Run 1, gate families picked out:
The bar under the picture is 10 microns long.
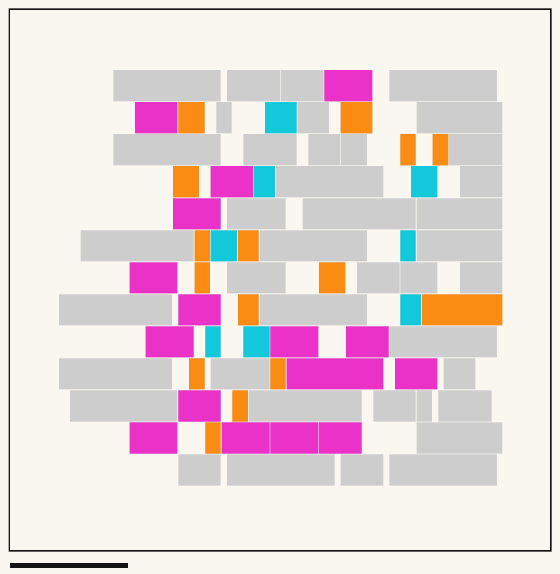
Run 1, sequential cells coloured by netlist name:
Other sequential cells in the stronger grey, the rest of the logic in the fainter grey.
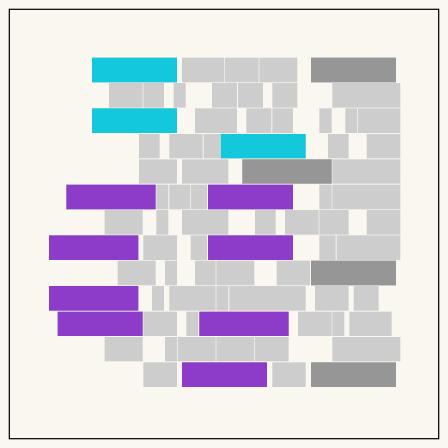
Run 1, ports around the boundary:
Pins as bars across the die edge, other pins in grey.
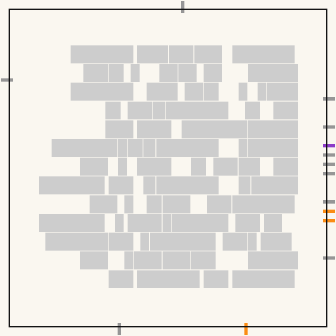
**src/rtl/sop_eval_pipe.sv**
```systemverilog
// Registered, programmable N_IN-input Boolean function evaluator with a serially reloadable truth table.
// Optional macro SOP_EVAL_STATS_EN adds a saturating count of accepted vectors whose result is 1 (true_cnt).
module sop_eval_pipe #(
    parameter int                     N_IN     = 3,
    parameter logic [(2**N_IN)-1:0]   RESET_TT = 8'hB8
) (
    input  logic            clk,
    input  logic            rst_n,
    input  logic            load_start,
    input  logic            load_en,
    input  logic            load_bit,
    output logic            load_done,
    input  logic            in_valid,
    output logic            in_ready,
    input  logic [N_IN-1:0] in_vec,
    output logic            out_valid,
    input  logic            out_ready,
    output logic            out_f
`ifdef SOP_EVAL_STATS_EN
    ,
    output logic [15:0]     true_cnt
`endif
);

    localparam int              TT_BITS  = 2**N_IN;
    localparam logic [N_IN-1:0] CNT_LAST = N_IN'(TT_BITS - 1);

    typedef enum logic [0:0] {
        ST_RUN  = 1'b0,
        ST_LOAD = 1'b1
    } state_t;

    state_t              state_r;
    state_t              state_nx_s;
    logic [TT_BITS-1:0]  tt_r;
    logic [N_IN-1:0]     cnt_r;
    logic                out_valid_r;
    logic                out_f_r;
    logic                load_done_r;
    logic                last_write_s;
    logic                in_ready_s;
    logic                accept_s;
    logic                result_s;

    function automatic logic tt_lookup(input logic [TT_BITS-1:0] tt, input logic [N_IN-1:0] idx);
        return tt[idx];
    endfunction

    // Next-state logic; flags the final table write so LOAD exits on it
    always_comb begin
        state_nx_s   = state_r;
        last_write_s = 1'b0;
        case (state_r)
            ST_RUN: begin
                if (load_start) begin
                    state_nx_s = ST_LOAD;
                end else begin
                    state_nx_s = ST_RUN;
                end
            end
            ST_LOAD: begin
                if (load_en && (cnt_r == CNT_LAST)) begin
                    last_write_s = 1'b1;
                    state_nx_s   = ST_RUN;
                end else begin
                    state_nx_s   = ST_LOAD;
                end
            end
            default: begin
                state_nx_s = ST_RUN;
            end
        endcase
    end

    // Input handshake; rst_n gating keeps in_ready low while reset is asserted
    always_comb begin
        in_ready_s = 1'b0;
        if (rst_n && (state_r == ST_RUN) && !load_start && (!out_valid_r || out_ready)) begin
            in_ready_s = 1'b1;
        end else begin
            in_ready_s = 1'b0;
        end
    end

    assign accept_s = in_valid && in_ready_s;
    assign result_s = tt_lookup(tt_r, in_vec);

    // FSM state register
    always_ff @(posedge clk or negedge rst_n) begin
        if (!rst_n) begin
            state_r <= ST_RUN;
        end else begin
            state_r <= state_nx_s;
        end
    end

    // Truth table and load counter; the counter idles at zero in RUN so entering LOAD starts from entry 0
    always_ff @(posedge clk or negedge rst_n) begin
        if (!rst_n) begin
            tt_r  <= RESET_TT;
            cnt_r <= '0;
        end else if (state_r == ST_RUN) begin
            cnt_r <= '0;
        end else if (load_en) begin
            tt_r[cnt_r] <= load_bit;
            if (cnt_r == CNT_LAST) begin
                cnt_r <= '0;
            end else begin
                cnt_r <= cnt_r + N_IN'(1'b1);
            end
        end
    end

    // Single-entry output register; out_f holds its value whenever nothing new is accepted
    always_ff @(posedge clk or negedge rst_n) begin
        if (!rst_n) begin
            out_valid_r <= 1'b0;
            out_f_r     <= 1'b0;
        end else if (accept_s) begin
            out_valid_r <= 1'b1;
            out_f_r     <= result_s;
        end else if (out_ready) begin
            out_valid_r <= 1'b0;
        end
    end

    // Completion pulse, registered one cycle after the final table write
    always_ff @(posedge clk or negedge rst_n) begin
        if (!rst_n) begin
            load_done_r <= 1'b0;
        end else begin
            load_done_r <= last_write_s;
        end
    end

    assign in_ready  = in_ready_s;
    assign out_valid = out_valid_r;
    assign out_f     = out_f_r;
    assign load_done = load_done_r;

`ifdef SOP_EVAL_STATS_EN
    logic [15:0] true_cnt_r;

    // Saturating true-result counter; zero is visible in the load_done cycle, accepts from then on count
    always_ff @(posedge clk or negedge rst_n) begin
        if (!rst_n) begin
            true_cnt_r <= 16'h0000;
        end else if (last_write_s) begin
            true_cnt_r <= 16'h0000;
        end else if (accept_s && result_s && (true_cnt_r != 16'hFFFF)) begin
            true_cnt_r <= true_cnt_r + 16'h0001;
        end
    end

    assign true_cnt = true_cnt_r;
`endif

endmodule

```
**config.mk**
```make
export PLATFORM = sky130hd
export DESIGN_NAME = sop_eval_pipe
export DESIGN_NICKNAME = d
export VERILOG_FILES = /design/src/rtl/sop_eval_pipe.sv
export SDC_FILE = /design/constraint.sdc
export NUM_CORES = 1
export LEC_CHECK = 0
export CAP_MARGIN = 10
export CORE_MARGIN = 4
export CORE_UTILIZATION = 52
export CTS_BUF_LIST = sky130_fd_sc_hd__clkbuf_8
export DETAILED_ROUTE_END_ITERATION = 8
export PLACE_DENSITY = 0.83
export SKIP_CTS_REPAIR_TIMING = 1
export SLEW_MARGIN = 15
export SYNTH_ARGS = -nofsm -noshare
export SYNTH_HDL_FRONTEND = slang
export SYNTH_SLANG_ARGS = --single-unit
```
**constraint.sdc**
```tcl
create_clock -name clk -period 1.7 [get_ports clk]
set_input_delay 0.34 -clock clk [delete_from_list [all_inputs] [get_ports clk]]
set_output_delay 0.34 -clock clk [all_outputs]
set_load 0.1 [all_outputs]
```
==> run notes, run 1 <==
Implementation numbers.

- The sequential cell area fraction in the yosys report is 0.510.
- The mean area per synthesized cell is 12.0 sq um.
- The number of antenna violations at the first check in global routing came to 0.
- The later-pin clock latency in the skew report is 0.24 ns.
- According to the CTS report, the clock sink count is 15.
- The core region is 1330 sq um.
- By startpoint and endpoint, the worst setup path is classified as reg2out.
- Along the critical path, the tally of buffer and inverter instances is 1.
- The final routed wire length divided by cell count is 15.3 microns.
- Per the CTS log, the buffer count on the longest clock path is 2.
- The upper clock frequency limit is 620 MHz.
- The area fraction of the largest cell type after synthesis is 0.369.
- The flow ran to the end, and the final reports show no timing, DRC or antenna violations.
- The largest delay contributor family on the critical path is flip-flops.
- The remaining routing DRC violations is 0.
- The number of warning messages in the yosys log is 0.
- The first global-routing pass estimated 2.36 mm of wire.
- The number of different library cells in the post-synthesis netlist is 21.
- The row count is 13.
- The cell-mix breakdown from Yosys lists the compound-gate area share as 0.0101.
- Looking at the max-slew report, the worst-margin pin has a slew of 0.295 ns.
## Picture notes: 'gate families picked out'
legend:
  orange:
    family: nor cells
    cells: 15
    most_used: nor2_1
  cyan:
    family: nand cells
    cells: 8
    most_used: nand2b_1
    where: middle
  magenta:
    family: mux cells
    cells: 16
    most_used: mux2i_1

## Picture notes: 'sequential cells coloured by netlist name'
legend:
  purple:
    netlist_name: `tt_r`
    sequential_cells: 8
  cyan:
    netlist_name: `cnt_r`
    sequential_cells: 3
not coloured: 4
area taken by flip-flops and latches: 382 sq um
Seq group: 0.673 mW

## Picture notes: 'ports around the boundary'
legend:
  orange:
    port: `in_vec`
    pins: 3
    direction: input
    edge: 2 right, 1 bottom
  purple:
    port: `in_ready`
    pins: 1
    direction: output
    edge: right
all pins by edge: 10 right, 2 bottom, 1 left, 1 top

==> run 1: cell usage in the layout (no fill, tap or decap) <==
cell type / instances
sky130_fd_sc_hd__nor3b_1: 1
sky130_fd_sc_hd__and3_1: 1
sky130_fd_sc_hd__mux4_2: 1
sky130_fd_sc_hd__nor2b_1: 3
sky130_fd_sc_hd__and2_4: 1
sky130_fd_sc_hd__buf_4: 2
sky130_fd_sc_hd__nand2_1: 2
sky130_fd_sc_hd__nand3_1: 2
sky130_fd_sc_hd__clkdlybuf4s50_1: 7
sky130_fd_sc_hd__nor3b_4: 1
sky130_fd_sc_hd__mux2_1: 5
sky130_fd_sc_hd__dlymetal6s2s_1: 2
sky130_fd_sc_hd__ha_1: 2
sky130_fd_sc_hd__inv_1: 2
sky130_fd_sc_hd__buf_12: 4
sky130_fd_sc_hd__nor3_1: 2
sky130_fd_sc_hd__mux2_2: 3
sky130_fd_sc_hd__clkbuf_8: 3
sky130_fd_sc_hd__nand2b_1: 3
sky130_fd_sc_hd__nand3b_1: 1
sky130_fd_sc_hd__dfstp_2: 4
sky130_fd_sc_hd__dfrtp_1: 10
sky130_fd_sc_hd__nor2_1: 8
sky130_fd_sc_hd__dfrtp_2: 1
sky130_fd_sc_hd__o21a_1: 1
sky130_fd_sc_hd__mux2i_1: 7
==> run 1: metrics by stage <==
| stage | utilization | power [mW] | hold WS, ns | cells |
|---|---|---|---|---|
| 6_report | 0.749 | 1.55 | 0.0783 | 94 |
| 5_1_grt | 0.749 | 1.65 | 0.0926 | 94 |
| 4_1_cts | 0.735 | 1.56 | 0.446 | 94 |
| 3_5_place_dp | 0.702 | 1.27 | 0.477 | 90 |
| 3_3_place_gp | 0.702 | 1.25 | 0.468 | 90 |
| 2_1_floorplan | - | 1.08 | 0.0444 | 62 |
==> run 1: layer usage <==
| layer | share of wire | GRT usage | vias up |
|---|---|---|---|
| li1 | - | - | 245 |
| met1 | 0.40 | 0.185 | 252 |
| met2 | 0.53 | 0.283 | 15 |
| met3 | 0.058 | 0.0395 | 4 |
| met4 | 0.012 | 0.0682 | 0 |
| met5 | 0 | 0 | - |
==> run 1: worst register-to-register path, delay by kind of cell (launching register included) <==
family / cells / cell delay (ns)
multiplexers: 1 / 0.36
flip-flops: 1 / 0.51
AND/OR/NAND/NOR: 2 / 0.47
==> run 1: final cells by class <==
class | instances | area (sq um) | share of cell area
Clock buffer | 3 | 41.3 | 0.0414
Clock inverter | 1 | 3.75 | 0.00376
Inverter | 1 | 3.75 | 0.00376
Multi-Input combinational cell | 44 | 359 | 0.360
Sequential cell | 15 | 382 | 0.382
Tap cell | 15 | 18.8 | 0.0188
Timing Repair Buffer | 15 | 190 | 0.190
==> run 1: power breakdown <==
| part | total, mW | switching, mW | internal (mW) |
|---|---|---|---|
| Combinational | 0.599 | 0.300 | 0.300 |
| Sequential | 0.673 | 0.130 | 0.544 |
| Clock | 0.276 | 0.117 | 0.159 |
==> run 1: flip-flops by register name, summed over array words and instances (netlist names) <==
signal,cells
cnt_r,3
load_done,1
out_f,1
out_valid,1
state_r,1
tt_r,8
==> run 2, diff against run 1 <==
- SKIP_CTS_REPAIR_TIMING: 1 -> not set
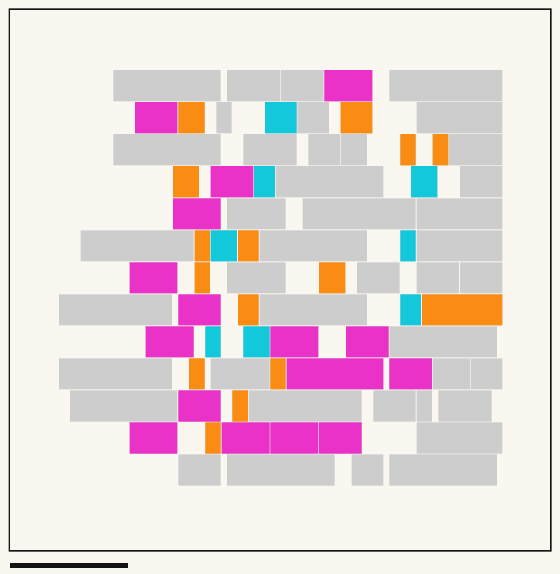
Run 2: gate families picked out
The bar under the picture is 10 microns long.
legend:
  cyan:
    family: nand cells
    cells: 8
    most_used: nand2b_1
    where: middle
  magenta:
    family: mux cells
    cells: 16
    most_used: mux2i_1
  orange:
    family: nor cells
    cells: 15
    most_used: nor2_1
logic share of the area: 0.357
final standard cell count with taps included and fillers excluded: 95
most common logic cell in the routed design: sky130_fd_sc_hd__dfrtp_1

==> run 2 against run 1 <==
  * Setup slack gained 0.00085 ns
  * Hold slack gained 0.015 ns
  * Global-route usage grew 0.41 points
  * Via count shrank 0.97%
  * Wire length grew 1.6%
  * Power grew 0.27%
  * Maximum frequency is essentially flat
  * Sequential power is essentially flat
  * Critical path depth grew 1
  * First-iteration DRC count shrank 13%
  * Combinational power grew 0.7%
  * Cell area grew 0.88%
  * Largest power group unchanged
  * Highest routed layer unchanged
==> run notes, run 2 <==
Implementation numbers.

- Per the detail_route report, DRC violations left total 0.
- Of the post-synthesis cell area, the dominant cell type holds 0.369.
- On met3, the global router reports a usage of 0.0395.
- The standard cell core area is 1330 sq um.
- The clock network fraction of total power is 0.178.
- Cell internal power was estimated by the tool at 1.01 mW.
- The portion of total power attributed to combinational logic is 0.388.
- The combinational gate area is 359 sq um.
- The sequential cell area fraction in the yosys report is 0.510.
- The run finished with clean final reports.
- Looking at the max-slew report, the worst-margin pin has a slew of 0.264 ns.
- The power dissipated by switching net loads is 0.547 mW.
- The flip-flop count of the largest register, all copies and words added is 8.
- Hold is met by 0.0932 ns.
- The count of buffer and inverter cells on the critical path is 2.
- The mean area per synthesized cell is 12.0 sq um.
- The most crowded layer after global routing is met2.
- Looking at the setup timing report, the critical path kind is in2out.
- The largest registers in the layout are tt_r (8), cnt_r (3).
- The largest delay contributor family on the critical path is buffers and inverters.
- The register cell area after layout is 383 sq um.
- The report lists the number of standard-cell rows as 13.
- The number of antenna violations at the first check in global routing is 0.
- The total power consumption of the routed design is 1.55 mW.
- The later pin in the worst-skew pair is clocked with a latency of 0.24 ns.
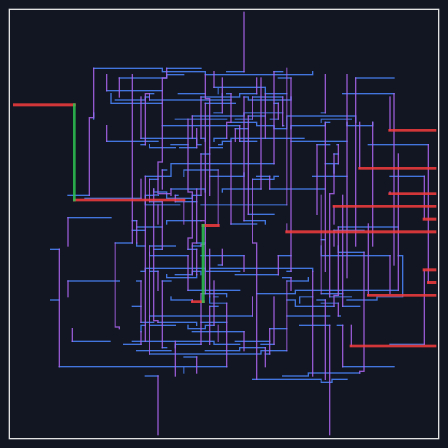
Run 2: routed metal, one colour a layer
legend:
  green:
    layer: M4
    wire_length: 18.4 microns
  red:
    layer: M3
    wire_length: 84.4 microns
  purple:
    layer: M2
    wire_length: 739 microns
  blue:
    layer: M1
    wire_length: 622 microns
final routed wire length divided by cell count: 15.4 microns
detailed-route via count: 511

==> run 2: cell counts after synthesis <==
No cell type changed its count.
==> run 2: what timing repair did <==
action                                 CTS  global route
pin swaps                                0             1
endpoints found under the hold margin    0             0
gates resized                            1             5
setup buffers                            0             1
setup endpoints to repair                1             1
==> run 2: power by group through the flow <==
stage	registers, mW	clock network [mW]	logic [mW]
after floorplan	0.748	0	0.327
after global placement	0.670	0	0.578
after detailed placement	0.675	0	0.591
after CTS	0.671	0.281	0.604
after global routing	0.702	0.302	0.656
final	0.675	0.276	0.603
==> run 2: final timing paths <==
path / start / end / slack [ns] / cells after the start
setup / recovery: out_ready / in_ready / 0.09 / 4
hold reg to reg: tt_r[0] / tt_r[0] / 0.48 / 1
setup reg to reg: state_r / tt_r[1] / 0.33 / 3
min in group clk: load_start / state_r / 0.42 / 3
hold / removal: rst_n / out_f / 0.09 / 2
max in group asynchronous: rst_n / tt_r[5] / 1.36 / 2
==> run 2: logic make-up (layout without fill, tap and decap cells) <==
group                    Yosys count  count (layout)  synth area share
multiplexers                      16              16             0.245
flip-flops                        15              15             0.510
AND-OR/OR-AND                      1               1            0.0101
adder cells (fa/ha/maj)            2               2            0.0336
buffers and inverters              3              21            0.0268
AND/OR/NAND/NOR                   25              25             0.175
==> run 2: stage by stage <==
step	std cells	utilization
after floorplan	62	-
after global placement	90	0.702
after detailed placement	90	0.702
after CTS	94	0.739
after global routing	95	0.755
final	95	0.755
==> run 2: layout make-up <==
cell class | instances | share of cell area
sequential | 15 | 0.380
multi-input combinational | 44 | 0.357
timing repair buffer | 16 | 0.196
clock buffer | 3 | 0.0410
tap | 15 | 0.0186
clock inverter | 1 | 0.00373
inverter | 1 | 0.00373
==> run 2: layer usage <==
layer	up-vias	wire length, microns
met2	13	739
met3	4	84
met4	0	18
met1	247	622
met5	-	0
li1	247	-
==> run 3, diff against run 2 <==
- ABC_AREA: not set -> 1
- CORE_ASPECT_RATIO: not set -> 0.75
- CORE_UTILIZATION: 52 -> 30
- PLACE_DENSITY: 0.83 -> 0.54
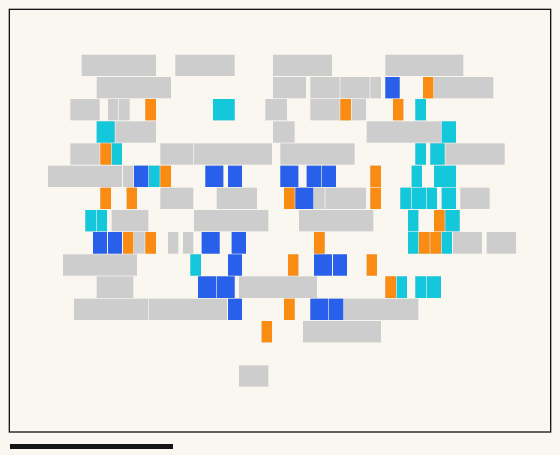
Run 3: gate families picked out
The bar under the picture is 20 microns long.
legend:
  cyan:
    family: nand cells
    cells: 24
    most_used: nand2_1
  orange:
    family: inv cells
    cells: 22
    most_used: inv_1
  blue:
    family: aoi and oai cells
    cells: 20
logic share of the area: 0.295
final standard cell count with taps included and fillers excluded: 147
most common logic cell in the routed design: sky130_fd_sc_hd__inv_1

==> run 3 against run 2 <==
  * Area after synthesis up 2.3%
  * Count of clock-buffer cells in the layout is the same
  * Synthesized cell count up 52%
  * Largest power group unchanged
  * Power increased by 1.4%
==> run notes, run 3 <==
Implementation numbers.

- The report lists the number of cells resized after CTS as 0.
- The total negative setup slack is 0 ns.
- The sequential cell area fraction in the yosys report is 0.498.
- The total number of vias is 644.
- The upper clock frequency limit is 608 MHz.
- Dividing the synthesized area by the synthesized cell count gives 8.12 sq um.
- The start of the worst register-to-register path is state_r.
- The row count is 15.
- The via count of the first global-routing pass is 599.
- After synthesis, the design contains 94 cells according to Yosys.
- The number of antenna violations at the first check in global routing is 0.
- The part of the cycle the worst path needs is 0.968.
- The worst register-to-register path depth is 6.
- The worst setup path is of the in2out kind.
- The first global-routing pass estimated 2.64 mm of wire.
- The register with the most flip-flops in the layout has 8 of them.
- The remaining routing DRC violations is 0.
- The floorplan die width is 66.2 microns.
- The net count after synthesis is 106.
- The number of buffer cells added on primary ports is 13.
- Leaving out fill and tap cells, the most frequent cells in the layout are sky130_fd_sc_hd__inv_1, sky130_fd_sc_hd__nand2_1, sky130_fd_sc_hd__dfrtp_1.
- In the final layout, the registers with the most flip-flops are tt_r (8), cnt_r (3).
- The script logs the mean routed wire length per placed instance as 11.0 microns.
- Counting distinct cell types in the post-synthesis netlist gives 14.
- The script extracted a total leakage power of 0.507 nW.
- In the final report, the number of hold violations comes to 0.
- Of the post-synthesis cell area, the dominant cell type holds 0.361.
- As reported, the later end of the worst-skew pair has a clock insertion delay of 0.25 ns.
- The share of the core area taken by cells at floorplan is 0.323.
- After synthesis the cells add up to 763 sq um.
- The initial DRC count is 8.
- Pin placement for this block handled 14 I/O pins.
- The count of placed standard cells including taps is 142.
- In this run the critical register-to-register path is captured at out_f.
- The synthesis log from Yosys contains 0 warnings.
- At the pin with the least slew margin, the transition time is 0.289 ns.
- The number of warnings in the stage logs is 26.
- Compared with the post-synthesis result, the final layout area differs by 36.9%.
- The final critical delay including setup and external delays is 1.64 ns.
- By area the synthesized netlist is led by sky130_fd_sc_hd__dfrtp_1, sky130_fd_sc_hd__dfstp_2, sky130_fd_sc_hd__inv_1, sky130_fd_sc_hd__nand2_1, sky130_fd_sc_hd__a31oi_1.
- In this run the standard cell core region covers 2360 sq um.
- The most used standard cell by instance count after synthesis is sky130_fd_sc_hd__inv_1.
- For flop-to-flop paths, the worst setup slack is 0.38 ns.
- The worst setup path is captured at an output port.
- Per the CTS log, the maximum H-tree level is 1.
- tt_r holds more flip-flops than any other register.
- The clock passes through at most 2 buffers.
- Nets still carrying antenna violations after routing amount to 0.
- The flow ran to the end, and the final reports show no timing, DRC or antenna violations.
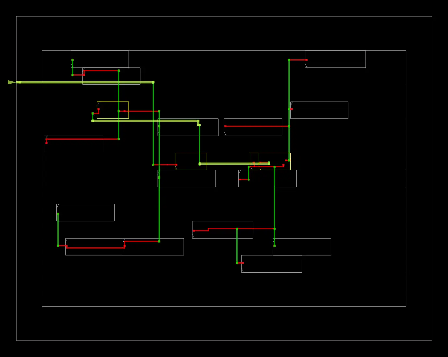
Run 3: clock nets
CTS Buf Count: 3
clock sink total: 15

[run 3: worst max path at each step]
| stage | from | cells past startpoint | end |
|---|---|---|---|
| floorplan | out_valid | 3 | in_ready |
| global placement | rst_n | 4 | in_ready |
| detailed placement | rst_n | 4 | in_ready |
| CTS | rst_n | 4 | in_ready |
| global route | rst_n | 4 | in_ready |
| finish | rst_n | 4 | in_ready |
[run 3: metal layers]
layer / share of wire / GRT usage
met5: 0 / 0
met4: 0 / 0.0203
met3: 0.053 / 0.0475
met2: 0.42 / 0.137
met1: 0.53 / 0.145
[run 3: stage by stage]
stage / total power, mW / setup WS (ns) / cell area (sq um) / hold slack, ns / utilization
after floorplan: 1.08 / 0.0998 / 772 / 0.0444 / -
after global placement: 1.28 / 0.0578 / 992 / 0.510 / 0.420
after detailed placement: 1.30 / 0.0380 / 992 / 0.511 / 0.420
after CTS: 1.59 / 0.0350 / 1040 / 0.462 / 0.439
after global routing: 1.69 / 0.00238 / 1040 / 0.478 / 0.442
final: 1.58 / 0.0551 / 1040 / 0.464 / 0.442
[run 3: area by class of cell]
| type | count | area (sq um) | share of cell area |
|---|---|---|---|
| Sequential cell | 15 | 382 | 0.365 |
| Multi-Input combinational cell | 57 | 308 | 0.295 |
| Timing Repair Buffer | 15 | 185 | 0.177 |
| Inverter | 22 | 82.6 | 0.0790 |
| Tap cell | 34 | 42.5 | 0.0407 |
| Clock buffer | 3 | 41.3 | 0.0395 |
| Clock inverter | 1 | 3.75 | 0.00359 |
[run 3: worst max-delay path, cell delays in order]
cell                              delay [ns]
sky130_fd_sc_hd__clkdlybuf4s50_1        0.49
sky130_fd_sc_hd__nand3b_1               0.14
sky130_fd_sc_hd__nor2_4                 0.15
sky130_fd_sc_hd__buf_12                 0.18
[run 3: power by group]
part | total (mW) | switching [mW] | leakage, nW | internal (mW)
Combinational | 0.636 | 0.393 | 0.308 | 0.243
Clock | 0.284 | 0.124 | 0.0269 | 0.160
Sequential | 0.656 | 0.116 | 0.172 | 0.539
[run 3: timing repair]
| action | 4_1_cts | 5_1_grt |
|---|---|---|
| buffers inserted | 0 | 1 |
| setup endpoints to repair | 0 | 1 |
| hold endpoints to repair | 0 | 0 |
[run 3: cell families after synthesis]
| logic type | after synthesis | synth area share |
|---|---|---|
| AND-OR/OR-AND | 20 | 0.144 |
| adder cells (fa/ha/maj) | 2 | 0.0328 |
| buffers and inverters | 22 | 0.108 |
| flip-flops | 15 | 0.498 |
| AND/OR/NAND/NOR | 35 | 0.216 |
Power and IR drop assume default switching activity.
